Fig. 1: run 1, the clock network
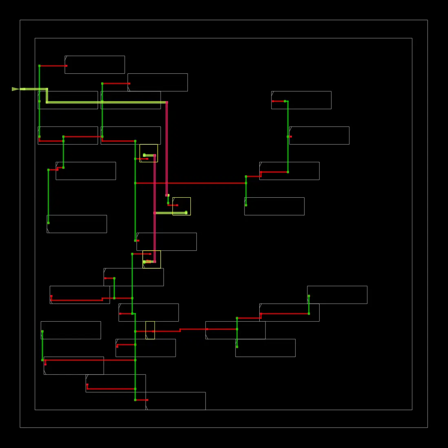
Fig. 2: run 1, local utilization
Bar = 20 um. The die is cut into 6 by 6 equal tiles; dark purple is low, yellow is high, 0 to 100% covered.
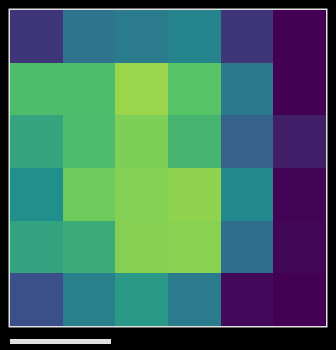
Fig. 3: run 1, signal metal coverage by tile
The die is cut into 13 by 13 equal tiles; dark purple is low, yellow is high, scaled to the fullest tile. Values are wire area over tile area, all layers added.
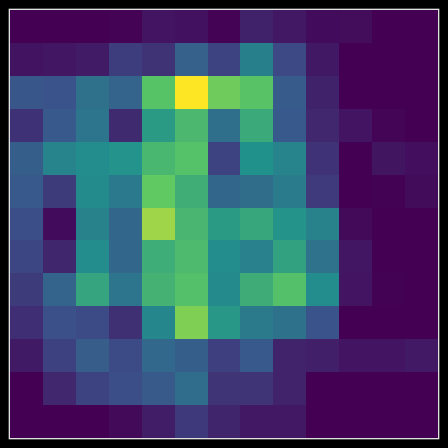
## src/rtl/zle_pkg.sv

```systemverilog
// Shared definitions for the zle stream blocks: FSM state encoding, token tags,
// and the maximum run length as a function of the run-counter width.
package zle_pkg;

  typedef enum logic [1:0] {
    S_RUN      = 2'd0,
    S_PEND_LIT = 2'd1,
    S_PEND_EOS = 2'd2
  } state_t;

  // Tokens are DW+1 bits wide; the tag occupies the MSB (bit DW).
  localparam logic TAG_RUN = 1'b1;
  localparam logic TAG_LIT = 1'b0;

  function automatic int unsigned zle_maxrun(input int unsigned cw);
    return (32'd1 << cw) - 32'd1;
  endfunction

endpackage

```

## src/rtl/zle_if.sv

```systemverilog
// Valid/busy stream bundle. The master drives data, EOS and valid;
// the slave answers with busy.
interface zle_if #(
  parameter int W = 8
);
  logic [W-1:0] d;
  logic         e;
  logic         v;
  logic         b;

  modport master (output d, output e, output v, input b);
  modport slave  (input d, input e, input v, output b);
endinterface

```

## src/rtl/zle_out_reg.sv

```systemverilog
// One-entry output holding register. It is full while q_v is high, drains on
// a transfer, and a load in the same cycle as a drain takes priority.
module zle_out_reg #(
  parameter int W = 9
) (
  input  logic         clock,
  input  logic         reset,
  input  logic         load,
  input  logic [W-1:0] ld_d,
  input  logic         ld_e,
  input  logic         busy,
  output logic [W-1:0] q_d,
  output logic         q_e,
  output logic         q_v,
  output logic         xfer
);

  assign xfer = q_v && !busy;

  // NOTE: sequential state is written with non-blocking assignments only, and
  // every register here is cleared by the asynchronous reset.
  always_ff @(posedge clock or negedge reset) begin
    if (!reset) begin
      q_d <= '0;
      q_e <= 1'b0;
      q_v <= 1'b0;
    end else if (load) begin
      q_d <= ld_d;
      q_e <= ld_e;
      q_v <= 1'b1;
    end else if (xfer) begin
      q_v <= 1'b0;
    end
  end

endmodule

```

## src/rtl/zle_param_eos.sv

```systemverilog
// Zero run-length encoder with end-of-stream flush. Zeros collapse into run
// tokens, non-zero values pass as literals, and EOS closes any open run.
module zle_param_eos
  import zle_pkg::*;
#(
  parameter int DW = 8,
  parameter int CW = 4
) (
  input  logic clock,
  input  logic reset,
  zle_if.slave  i,
  zle_if.master o
);

  localparam logic [CW-1:0] MAXRUN = CW'(zle_maxrun(CW));

  state_t          state, state_n;
  logic [CW-1:0]   cnt, cnt_n, cnt_inc;
  logic [DW-1:0]   pend_d, pend_n;
  logic            load, ld_e, xfer, can_load, acc;
  logic [DW:0]     ld_d;

  // The output register can take a token when empty or draining this cycle.
  assign can_load = !o.v || !o.b;
  assign i.b      = !(state == S_RUN && can_load);
  assign acc      = i.v && !i.b;
  assign cnt_inc  = cnt + 1'b1;

  always_ff @(posedge clock or negedge reset) begin
    if (!reset) begin
      state  <= S_RUN;
      cnt    <= '0;
      pend_d <= '0;
    end else begin
      state  <= state_n;
      cnt    <= cnt_n;
      pend_d <= pend_n;
    end
  end

  // NOTE: every signal driven here gets a default first, so no path through
  // the case statement can leave one unassigned and infer a latch.
  always_comb begin
    state_n = state;
    cnt_n   = cnt;
    pend_n  = pend_d;
    load    = 1'b0;
    ld_d    = '0;
    ld_e    = 1'b0;

    unique case (state)
      S_RUN: begin
        if (acc) begin
          if (i.e) begin
            if (cnt == '0) begin
              load = 1'b1;
              ld_e = 1'b1;
            end else begin
              load    = 1'b1;
              ld_d    = {TAG_RUN, DW'(cnt)};
              cnt_n   = '0;
              state_n = S_PEND_EOS;
            end
          end else if (i.d == '0) begin
            if (cnt_inc == MAXRUN) begin
              load  = 1'b1;
              ld_d  = {TAG_RUN, DW'(MAXRUN)};
              cnt_n = '0;
            end else begin
              cnt_n = cnt_inc;
            end
          end else if (cnt == '0) begin
            load = 1'b1;
            ld_d = {TAG_LIT, i.d};
          end else begin
            // Close the open run first; the literal waits for the next slot.
            load    = 1'b1;
            ld_d    = {TAG_RUN, DW'(cnt)};
            pend_n  = i.d;
            cnt_n   = '0;
            state_n = S_PEND_LIT;
          end
        end
      end
      S_PEND_LIT: begin
        if (xfer) begin
          load    = 1'b1;
          ld_d    = {TAG_LIT, pend_d};
          state_n = S_RUN;
        end
      end
      S_PEND_EOS: begin
        if (xfer) begin
          load    = 1'b1;
          ld_e    = 1'b1;
          state_n = S_RUN;
        end
      end
      default: state_n = S_RUN;
    endcase
  end

  zle_out_reg #(.W(DW + 1)) u_out (
    .clock (clock),
    .reset (reset),
    .load  (load),
    .ld_d  (ld_d),
    .ld_e  (ld_e),
    .busy  (o.b),
    .q_d   (o.d),
    .q_e   (o.e),
    .q_v   (o.v),
    .xfer  (xfer)
  );

endmodule

```

## src/flat_wrapper.sv

```systemverilog
// flat-port wrapper written by rule: the top's interface ports become plain ports
module zle_param_eos_flat import zle_pkg::*;
#(
  parameter int DW = 8,
  parameter int CW = 4
)
  (clock, reset, i_d, i_e, i_v, i_b, o_d, o_e, o_v, o_b);
  zle_if #(.W(8)) i_i ();
  zle_if #(.W(9)) o_i ();
  input  logic clock;
  input  logic reset;
  input wire logic [$bits(i_i.d)-1:0] i_d;
  input wire logic [$bits(i_i.e)-1:0] i_e;
  input wire logic [$bits(i_i.v)-1:0] i_v;
  output wire logic [$bits(i_i.b)-1:0] i_b;
  output wire logic [$bits(o_i.d)-1:0] o_d;
  output wire logic [$bits(o_i.e)-1:0] o_e;
  output wire logic [$bits(o_i.v)-1:0] o_v;
  input wire logic [$bits(o_i.b)-1:0] o_b;
  assign i_i.d = i_d;
  assign i_i.e = i_e;
  assign i_i.v = i_v;
  assign i_b = i_i.b;
  assign o_d = o_i.d;
  assign o_e = o_i.e;
  assign o_v = o_i.v;
  assign o_i.b = o_b;
  zle_param_eos #(.DW(DW), .CW(CW)) u_core (.clock(clock), .reset(reset), .i(i_i), .o(o_i));
endmodule
```

## config.mk

```make
export PLATFORM = sky130hd
export DESIGN_NAME = zle_param_eos_flat
export DESIGN_NICKNAME = d
export VERILOG_FILES = /design/src/rtl/zle_pkg.sv /design/src/rtl/zle_if.sv /design/src/rtl/zle_out_reg.sv /design/src/rtl/zle_param_eos.sv /design/src/flat_wrapper.sv
export SDC_FILE = /design/constraint.sdc
export NUM_CORES = 1
export LEC_CHECK = 0
export CORE_MARGIN = 2
export CORE_UTILIZATION = 44
export DETAILED_ROUTE_END_ITERATION = 8
export GPL_TIMING_DRIVEN = 0
export PLACE_DENSITY = 0.78
export SLEW_MARGIN = 20
export SYNTH_ARGS = -nofsm -noshare
export SYNTH_HDL_FRONTEND = slang
export SYNTH_SLANG_ARGS = --single-unit
export TNS_END_PERCENT = 20
```

## constraint.sdc

```tcl
create_clock -name clock -period 5.33 [get_ports clock]
set_clock_uncertainty 0.05 [all_clocks]
set_input_delay 0.7995 -clock clock [delete_from_list [all_inputs] [get_ports clock]]
set_output_delay 0.7995 -clock clock [all_outputs]
set_load 0.02 [all_outputs]
```

==> run summary, run 1 <==
The implementation run finished. The final hold violation count recorded for this run is 0. Per the detailed placement report, the placed cell area equals between 0.0015 and 0.002 sq mm. Time the final worst path needs with I/O delays and setup landed at approximately 3.0 ns. Synthesis produced a netlist with a net count of about 160. Placement-stage worst setup slack landed at about 2.4 ns. Counting flops with an async set or reset pin after synthesis yields a share of 1.00.

Including well taps, the total number of placed cells is 205. The number of clock buffers added by TritonCTS is 3. Aggregate routed wire length landed at between 3 and 4 mm. Relative to the synthesized area, the layout overhead comes to 21.1%.

Dividing the final minimum period by the clock period gives 0.557. Sequential area share after synthesis landed at 0.414. Per STA, the worst path accumulates the most delay in the family buffers and inverters.

Synthesized area landed at 0.00151 sq mm. First-pass GRT wire length landed at roughly 5.6 mm. Standard cell core area landed at around 0.0033 sq mm. Total power of the final layout landed at ~670 uW. Total of hold buffers inserted after clock tree synthesis landed at 0. Entering global routing, the biggest net connects 26 pins. The critical path goes through clkdlybuf4s50_1 > nand2_1 > nand2_1 > clkdlybuf4s50_1.

For the worst reg-to-reg path, the startpoint reported by OpenROAD is u_core.cnt[0]. Detailed placement ended at an HPWL of between 2 and 2.5 mm. Yosys stat cell total landed at roughly 140.

The setup path with the least slack is of type primary input to output port. Measured along the x axis, the die boundary spans between 60 and 70 um. The endpoint identified for the worst register-to-register timing path is u_core.u_out.q_d[6]. Total of warnings raised by yosys landed at 0.

Average footprint of a synthesized cell landed at 11.2 sq um. Per the synth stats, the flop cell with the highest instance count is sky130_fd_sc_hd__dfrtp_1. TritonCTS built the clock tree. By count the netlist is led by sky130_fd_sc_hd__dfrtp_1, sky130_fd_sc_hd__nand2_1, sky130_fd_sc_hd__mux2_2. Standard-cell row count landed at 21. According to the report, the first pass of detailed routing completed in 4 iterations.

The most critical hold endpoint after final layout shows a slack of about 0.40 ns. The flow ran to the end, and the final reports show no timing, DRC or antenna violations. Remaining global-route overflow landed at 0. For reference, the critical path is launched at o_b. The global routing report lists combined usage of all routing layers as 0.175. The largest total area in the synthesized netlist belongs to sky130_fd_sc_hd__dfrtp_1. With fillers left out, the area of the finished cells amounts to between 0.0015 and 0.002 sq mm. Setup repair after global routing left no endpoint under its margin. Detailed-route iteration 0 reported a violation count of 12.

Highest cell delay on the worst timing path landed at slightly below 0.6 ns. Along the critical path, the tally of buffer and inverter instances is 2. According to the floorplan report, the die height is 62.6 um.

Routability congestion estimate from global placement landed at 0.802. For the worst setup path, the data required time is approximately 4.5 ns. Register bit count reported by yosys landed at 25. Counting cells, the worst reg-to-reg path comes to 7. In this run, post-CTS repair resized a total of 0 instances. Cell count along the critical path landed at 4. For this design, the slowest cell found on the critical path is sky130_fd_sc_hd__clkdlybuf4s50_1. Per the OpenROAD floorplan log, the area of the die is 0.00392 sq mm. For this run, the detailed router reports a per-instance via density of about 5.7. Count of maximum capacitance violations landed at 0. Clock latency on the worst-skew pair landed at between 0.3 and 0.4 ns.

Synthesized netlist cell count landed at 135. The initial antenna violation count came to 0. The floorplan step records an initial core utilization of 0.457.

Setup violations remaining at the end of the flow were counted as 0. Areal power density over the cells landed at around 360 mW/mm^2. Yosys instantiated no cell more often than sky130_fd_sc_hd__dfrtp_1. Setup slack closes at about 2.4 ns. Per the final layout report, the fraction of cells sized above drive strength 1 comes to 0.202. Via count of the first global-routing pass landed at approximately 1200. During placement, the flow inserted port buffers numbering 24. Top-area cell type share of the netlist area landed at 0.414.

In this run the worst hold path is classified as primary input to asynchronous set/reset pin. After detailed routing, the average wire length per cell comes to ~15 um. Clock edge transition at the registers on the reported setup and hold paths landed at ~0.13 ns.

In this run the remaining antenna-violating nets after routing total 0. Maximum frequency from static timing analysis landed at roughly 0.34 GHz. Per the detail_route report, the via count comes to 1189. Minimum setup slack among reg-to-reg paths landed at approximately 3 ns. Per the detail_route report, DRC violations left total 0. The most common logic cell in the final layout is sky130_fd_sc_hd__dfrtp_1. For the pin with the worst max-slew slack, the measured transition is about 0.56 ns. Following the worst setup path forward leads to its endpoint at i_b. The OpenROAD report gives the critical path a data arrival time of between 2 and 2.5 ns. Utilization after layout landed at 0.553. The finished layout holds between 200 and 250 standard cells, fillers aside. Stage-log warning count landed at 31. The synthesized design contains 0 enable-type register cells.
Notes on Fig. 1 above:
CTS sink count: 25
Clk power: 85.2 uW
number of clock buffer instances in the layout: 4

Notes on Fig. 2 above:
fullest tile: 85%
nearly empty tiles: 14%
mean over tiles: 45%

Notes on Fig. 3 above:
fullest tile: 0.50
nearly empty tiles: 23%
tiles over half the peak: 17%
emptiest ninth of the die: north-east

run 1: flip-flops by register name, indices dropped and copies added (netlist names):
signal            flops
u_core.cnt            4
u_core.pend_d         8
u_core.state          2
u_core.u_out.q_d      9
u_core.u_out.q_e      1
u_core.u_out.q_v      1
run 1: per-layer routing:
layer,track usage,vias up,wire (um)
met1,0.229,598,1390
met2,0.298,28,1560
met4,0.0500,0,30
met5,0,-,0
li1,-,558,-
met3,0.0288,5,122
run 1: power breakdown:
part | switching, uW | total (uW) | leakage (uW) | internal [uW]
clock | 55.9 | 85.2 | 0.0000150 | 29.3
sequential | 28.2 | 256 | 0.000342 | 228
combinational | 167 | 324 | 0.000468 | 158
run 1: logic make-up after synthesis:
logic type,count (synthesis),share of synthesized area
buffers and inverters,14,0.0513
DFF,25,0.414
adders and majority gates,7,0.0579
muxes,18,0.136
AOI/OAI and AO/OA,31,0.166
and+or+nand+nor,40,0.175
run 1: final cells by class:
| class | instances | area, sq um | area share |
|---|---|---|---|
| timing repair buffer | 24 | 235 | 0.128 |
| tap | 46 | 57.6 | 0.0314 |
| multi-input combinational | 96 | 810 | 0.442 |
| buffer | 4 | 40.0 | 0.0219 |
| clock buffer | 4 | 26.3 | 0.0143 |
| inverter | 10 | 37.5 | 0.0205 |
| sequential | 25 | 626 | 0.342 |
run 1: how the worst min path moves through the flow:
stage                                 from                   to  slack, ns  cells after the start
after floorplan           u_core.pend_d[0]     u_core.pend_d[0]       0.43                      1
after detailed placement  u_core.pend_d[2]     u_core.pend_d[2]       0.44                      1
final                                reset  u_core.u_out.q_d[8]       0.40                      1
after global routing                 reset        u_core.cnt[2]       0.42                      1
after CTS                 u_core.pend_d[2]     u_core.pend_d[2]       0.47                      1
after global placement    u_core.pend_d[6]     u_core.pend_d[6]       0.44                      1
==> run 2, diff against run 1 <==
clock period = 3.1 ns   (was 5.33 ns; I/O delays follow)
==> run summary, run 2 <==
The implementation run finished. The run finished with clean final reports. The slowest stage of the critical path is the sky130_fd_sc_hd__clkdlybuf4s50_1 cell. The largest registers in the layout are u_core.u_out.q_d (9), u_core.pend_d (8), u_core.cnt (4). Detailed routing placed a total of about 1.6 mm of wire on met2. Global-route total usage across every layer landed at 0.175. Listed in order, past its start point the critical path passes inv_1 > ha_1 > nand2_1 > clkdlybuf4s50_1.

Measured along the y axis, the die boundary spans 62.6 um. According to the timing report, the data required time at the worst endpoint equals around 2.6 ns. Initial antenna violation count landed at 0. After synthesis, the cell types taking the most area are sky130_fd_sc_hd__dfrtp_1, sky130_fd_sc_hd__mux2_2, sky130_fd_sc_hd__ha_1.

Counting the warning lines in the Yosys log gives 0. Sequential area share after synthesis landed at 0.414. Net count of the mapped netlist landed at roughly 160.

For this run the top cell type by instance count after synthesis was sky130_fd_sc_hd__dfrtp_1. The number of maximum-capacitance violations recorded for the run is 0. Cell count along the critical path landed at 4. Iteration tally of the first detailed-router pass landed at 4. Sorting the synthesized cells by how often they occur yields sky130_fd_sc_hd__dfrtp_1, sky130_fd_sc_hd__nand2_1, sky130_fd_sc_hd__mux2_2. Power share of the sequential group landed at 0.385. Entering global routing, the biggest net connects 26 pins. The via count of the first global-routing pass is 1167. The region available for standard cell placement spans between 0.003 and 0.004 sq mm. Slew at the pin closest to its max-slew limit landed at roughly 0.56 ns. Total power of the final layout landed at approximately 1100 uW. Part of the total power dissipated in the clock network landed at 0.128. The worst hold path belongs to the class primary input to asynchronous set/reset pin.

Post-DP HPWL landed at 2.33 mm. The timing report notes that buffer and inverter cells on the critical path total 2. Switching share of power landed at 0.377. Standard-cell row count landed at 21. Clock tree synthesis inserted a total of 3 buffers. In the final layout, the share of cells above drive strength 1 is 0.202. The cell area that synthesis handed to floorplanning was 0.00151 sq mm. Per the GRT congestion report, total overflow comes to 0. Counting flops with an async set or reset pin after synthesis yields a share of 1.00. Of the total power, combinational logic draws 0.487. More flip-flops sit in one register than any other, and that register is u_core.u_out.q_d. The post-synth register bit count is 25. Layout overhead on the synthesized area landed at 21.1%. Aggregate routed wire length landed at approximately 3.1 mm. The setup path with the least slack is of type flop to output port. DRC violation total after the first TritonRoute iteration landed at 12. In the routed layout, each cell is associated on average with a via count of about 5.7. Utilization after layout landed at 0.553. For this run, the slowest stage of the critical path takes ~0.59 ns. Final routed DRC violation total landed at 0. Net switching power figure landed at 431 uW. Per the cell usage report, the commonest logic cell in the layout is sky130_fd_sc_hd__dfrtp_1.

In this run the horizontal extent of the chip is 62.6 um. Flip-flop count of the largest register, all copies and words added landed at 9. Average footprint of a synthesized cell landed at about 11 sq um. The biggest area contributor in the post-synthesis netlist is sky130_fd_sc_hd__dfrtp_1. For this design the ratio of total power to cell area is roughly 620 mW/mm^2.

For met2 alone, demand over resource in global routing was 0.298. Maximum frequency from static timing analysis landed at 0.429 GHz. TritonCTS built the clock tree. Per the GRT log, the top usage layer is met2. Clock edge transition at the registers on the reported setup and hold paths landed at between 0.1 and 0.15 ns. The share of the core area taken by cells at floorplan is 0.457.

Signal routing reaches up to met4. Number of cells on the worst reg-to-reg path landed at 7. Met1 track demand over resource in global routing landed at 0.229. Final setup violation count landed at 0. Yosys stat cell total landed at between 100 and 150. The area fraction of the largest cell type after synthesis is 0.414.

The first global-routing pass estimated approximately 5.6 mm of wire. As logged by OpenROAD, the buffers inserted on ports number 24. Average wire length per cell after detail routing landed at about 15 um. Number of cells in the design after placement landed at 205. RePlAce ended its routability-driven mode at a weighted congestion of around 0.80. Per the synth stats, the flop cell with the highest instance count is sky130_fd_sc_hd__dfrtp_1.

The data arrival time reported for the critical path is around 1.8 ns. Setup repair after global routing left no endpoint under its margin. Post-CTS repair ended up resizing 0 cells. The post-CTS hold buffer count recorded in the log is 0. Number of vias in the routed layout landed at 1189. Final critical-path share of the clock period landed at 0.752. Grouping stages by cell kind, the critical path spends the most delay in buffers and inverters. The chip occupies ~0.004 sq mm. Synthesized netlist cell count landed at around 140.
## run 2: cell counts in the layout (fill, tap and decap cells not counted)
Identical to the previous run, type by type.
## run 2: cells by family (layout without fill, tap and decap cells)
group	after synthesis	after routing	share of synthesized area
flops	25	25	0.414
mux	18	18	0.136
compound gates	31	31	0.166
fa+ha+maj	7	7	0.0579
simple gates	40	40	0.175
buf+inv	14	42	0.0513
## run 2: per-stage QoR
stage	hold slack (ns)	worst slack [ns]	area (sq um)
global placement	0.438	0.515	1810
CTS	0.474	0.768	1840
global route	0.0899	0.646	1830
floorplan	0.119	1.07	1510
detailed placement	0.443	0.503	1810
finish	0.0663	0.770	1830
## run 2: power groups by stage
stage | clock [uW] | sequential [uW] | combinational, uW
6_report | 146 | 440 | 558
5_1_grt | 167 | 450 | 606
4_1_cts | 151 | 440 | 563
3_5_place_dp | 0 | 447 | 558
3_3_place_gp | 0 | 440 | 545
2_1_floorplan | 0 | 494 | 306
## run 2: area by class of cell
class                   count  area, sq um
multi-input cells          96          810
inverters                  10         37.5
fillers                   313         1480
clock buffers               4         26.3
plain buffers               4         40.0
flip-flops and latches     25          626
repair buffers             24          235
well taps                  46         57.6
## run 2: path summary, 6_finish.rpt
check / end / slack (ns) / startpoint
setup / recovery: i_b / 0.77 / u_core.state[0]
hold / removal: u_core.u_out.q_d[8] / 0.07 / reset
setup reg to reg: u_core.u_out.q_d[6] / 0.80 / u_core.cnt[0]
hold reg to reg: u_core.u_out.q_d[7] / 0.47 / u_core.u_out.q_d[7]
max in group asynchronous: u_core.state[0] / 2.57 / reset
min in group clock: u_core.u_out.q_d[7] / 0.47 / u_core.u_out.q_d[7]
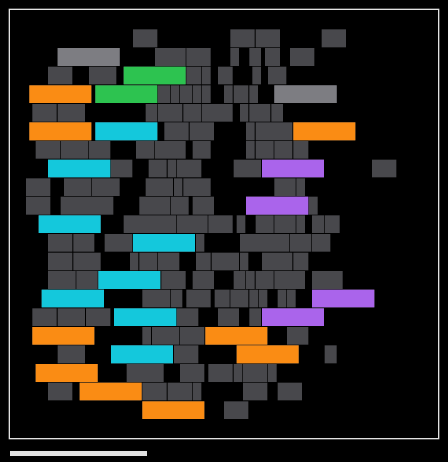
Fig. 4. Where the registers sit (run 2).
Bar = 20 um. Other sequential cells in the stronger grey, the rest of the logic in the fainter grey.
[orange] u_core.u_out.q_d | placed flops: 9
[purple] u_core.cnt | placed flops: 4
[green] u_core.state | placed flops: 2
[cyan] u_core.pend_d | placed flops: 8

Power figures rest on the tool's default switching activity, not on a simulated workload.
